Power grid:
The bar under the picture is 20 µm long. Pins as bars on the die edge.
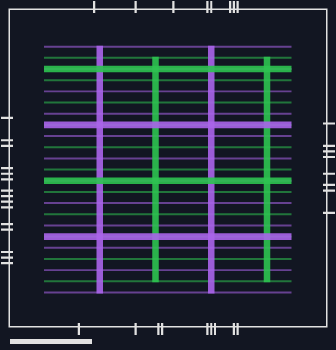
Placement by cell class:
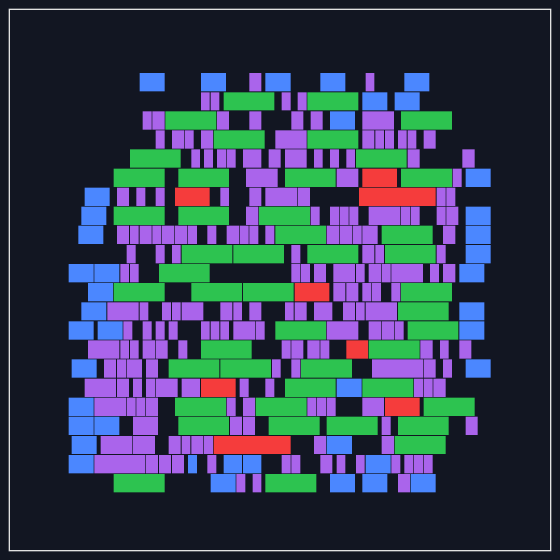
Clock distribution:
The bar under the picture is 20 µm long.
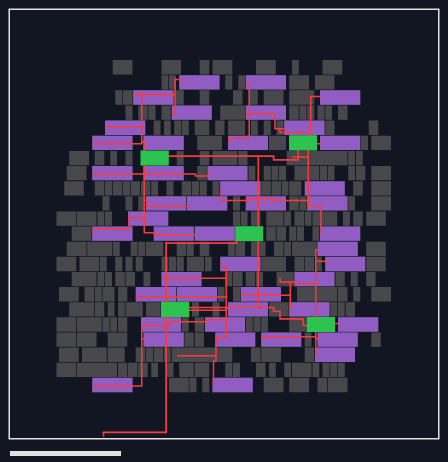
Wiring by layer:
The bar under the picture is 20 µm long.
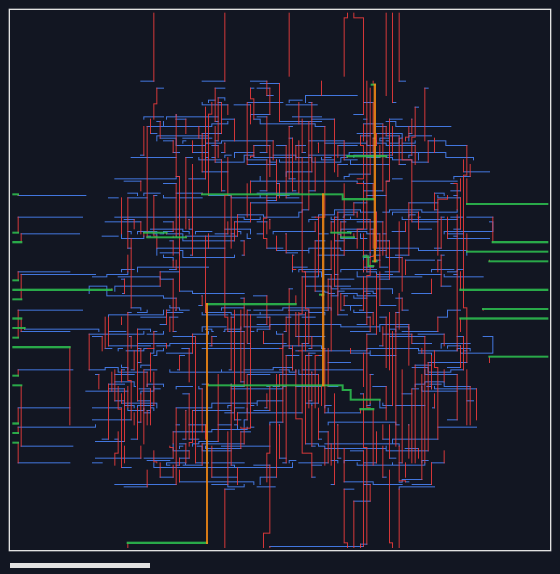
Clock wiring as the flow saved it:
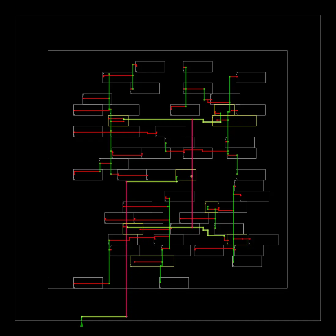
Design rcla_pipe_adder, sky130hd; sources not shown.
==> impl_report.txt <==
FLOW METRICS REPORT
----------------------------------------------------
[Synthesis]
  Most common flop cell mapped by yosys ........................ sky130_fd_sc_hd__dfxtp_1
  Top cell type's share of synthesized area ........................ 0.451
  Count of instantiated cells in the yosys netlist ........................ about 260
  Cell with the most instances after synthesis ........................ sky130_fd_sc_hd__nor2_1
  YS chip area ........................ around 0.002 mm²
  Register bit total from synthesis ........................ ~46
  Syn Area/Cell ........................ a little under 8 µm²
  Distinct cells, synth ........................ 23
  Most frequent cells after synthesis ........................ 72 x sky130_fd_sc_hd__nor2_1, 46 x sky130_fd_sc_hd__dfxtp_1, 32 x sky130_fd_sc_hd__o21ai_0
  Most area-hungry cell type in the Yosys netlist ........................ sky130_fd_sc_hd__dfxtp_1
  Synth async-reset ratio ........................ 0
  Summed instance area of the synthesized netlist ........................ between 0.002 and 0.0025 mm²

[Die]
  Std cell rows ........................ 22
  Pre-Place Util ........................ 0.566
  Number of primary I/O pins ........................ about 40
  Chip area ........................ 0.00592 mm²

[Detailed routing]
  Total routed wirelength ........................ between 4 and 5 mm
  DRC ........................ 0
  Via density ........................ between 5 and 6
  Violation tally from detailed-route iteration zero ........................ around 140

[Critical path]
  Number of cells traversed by the worst register-to-register path ........................ 5
  Arrival time of data at the critical path endpoint ........................ ~2.1 ns
  Critical Path Fanout Max ........................ 2
  Slowest-stage cell, CP ........................ sky130_fd_sc_hd__dlygate4sd3_1
  Type of destination of the critical path ........................ output port
  Largest stage delay on the critical path ........................ between 0.5 and 0.6 ns
  Crit-path cells ........................ dlygate4sd3_1 > nor2_1 > inv_2 > buf_4
  Data required, critical path ........................ about 2.6 ns
  Critical path depth in cells ........................ 4
  Count of buffering cells on the critical path with inverters included ........................ 3

[Power]
  Power density of the placed cells ........................ between 400 and 500 mW/mm²

[Clock tree]
  CTS tree ........................ done
  CTS Hold Buffers Added ........................ 0
  Post-CTS setup buffer count ........................ 0
  TritonCTS Buffers ........................ 5
  Post-CTS clock slew at the launch and capture registers of the worst setup and hold paths ........................ around 0.08 ns

[Global routing]
  First-pass GRT wire length ........................ roughly 7 mm

[Timing]
  Post-layout min period ........................ around 3.2 ns
  Tightest slew margin relative to the limit ........................ 0.0439
  Maximum achievable frequency ........................ about 310 MHz
  Final worst path period share ........................ 0.864
  Post-route worst hold slack ........................ 0.451 ns

[Layout]
  Antenna cell count ........................ 0

[Place]
  Routability congestion estimate from global placement ........................ ~0.84
  Input/output buffers ........................ 39

[Outcome]
  Outcome ........................ completed

----------------------------------------------------
Notes on 'power grid' above:
Key: VDD = green; VSS = purple
40 signal pins sit on the boundary. 4 straps on met5. 4 straps on met4. 23 met1 rails follow the rows.
Die X: 76.9 µm
IR drop worst, VDD: 0.263 mV
area of the core: 0.00361 mm²

Notes on 'placement by cell class' above:
Key: other buffers and delay cells = blue [cells 41, share of their area 16%]; flip-flops = green [cells 46, share of their area 37%]; clock drivers and dummy loads = red [cells 8, share of their area 5.5%]; all other logic = purple [cells 199, share of their area 42%]
final core area utilization: 0.708
flop share of the area: 0.361
Design Area, Final: 0.00255 mm²

Notes on 'clock distribution' above:
Key: cells driving clock nets = green [count 5]; clock wires = red [length 509 µm]; flip-flops = purple [count 46]
There are 6 routed clock nets.
clock network latency to the later pin of the worst-skew pair: 0.30 ns
final setup skew: 0.00990 ns
clock power share: 0.371

Notes on 'wiring by layer' above:
Key: met3 = green [wire length 214 µm]; met2 = red [wire length 1,980 µm]; met1 = blue [wire length 1,880 µm]; met4 = orange [wire length 86.4 µm]
GRT Total Usage: 0.142
Routed WL per cell: 12.2 µm

Notes on 'clock wiring as the flow saved it' above:
FFs & Latches: 46
CTS sink cnt: 46

-- cell families after synthesis --
kind of cell	Yosys count	share of synthesized area
simple gates	109	0.220
xor+xnor	5	0.0214
flops	46	0.451
fa+ha+maj	15	0.0993
buf+inv	29	0.0680
compound gates	54	0.140
-- report_power, final --
part | switching [µW] | internal, µW | leakage, µW
sequential | 22.4 | 534 | 0.000380
clock | 170 | 270 | 0.0000683
combinational | 110 | 81.6 | 0.000755
total | 303 | 886 | 0.00120
-- tightest hold or removal path, delay by kind of cell, from the launching register on --
kind	cells	cell delay, ns
compound gates	1	0.05
flops	1	0.32
buf+inv	1	0.05
-- stage by stage --
| step | total power, µW | area, µm² | cells | util | worst slack (ns) |
|---|---|---|---|---|---|
| global route | 1240 | 2550 | 342 | 0.708 | 0.384 |
| finish | 1190 | 2550 | 342 | 0.708 | 0.502 |
| global placement | 754 | 2430 | 334 | 0.673 | 0.672 |
| detailed placement | 759 | 2430 | 334 | 0.673 | 0.654 |
| CTS | 1200 | 2560 | 342 | 0.711 | 0.654 |
| floorplan | 693 | 2040 | 258 | - | 1.03 |
-- area by class of cell --
cell class / count / area [µm²]
multi-input combinational: 183 / 975
timing repair buffer: 41 / 399
fill: 296 / 1050
sequential: 46 / 921
inverter: 16 / 60.1
clock inverter: 3 / 68.8
clock buffer: 5 / 68.8
tap: 48 / 60.1
-- per-layer routing --
| metal | wire [µm] | global-route usage | up-vias |
|---|---|---|---|
| met5 | 0 | 0 | - |
| met3 | 214 | 0.0513 | 7 |
| met1 | 1880 | 0.161 | 797 |
| met4 | 86 | 0.0654 | 0 |
| met2 | 1980 | 0.233 | 47 |
| li1 | - | - | 904 |
-- layout by cell type (no fill, tap or decap), drive strengths merged, types with 6 or more instances in the layout --
| cell type | n |
|---|---|
| nor2 | 73 |
| dfxtp | 46 |
| o21ai | 45 |
| clkdlybuf4s50 | 37 |
| nand2 | 18 |
| inv | 16 |
| nand3 | 15 |
| ha | 13 |
| a21oi | 7 |
| clkbuf | 6 |
Power and IR drop assume default switching activity.
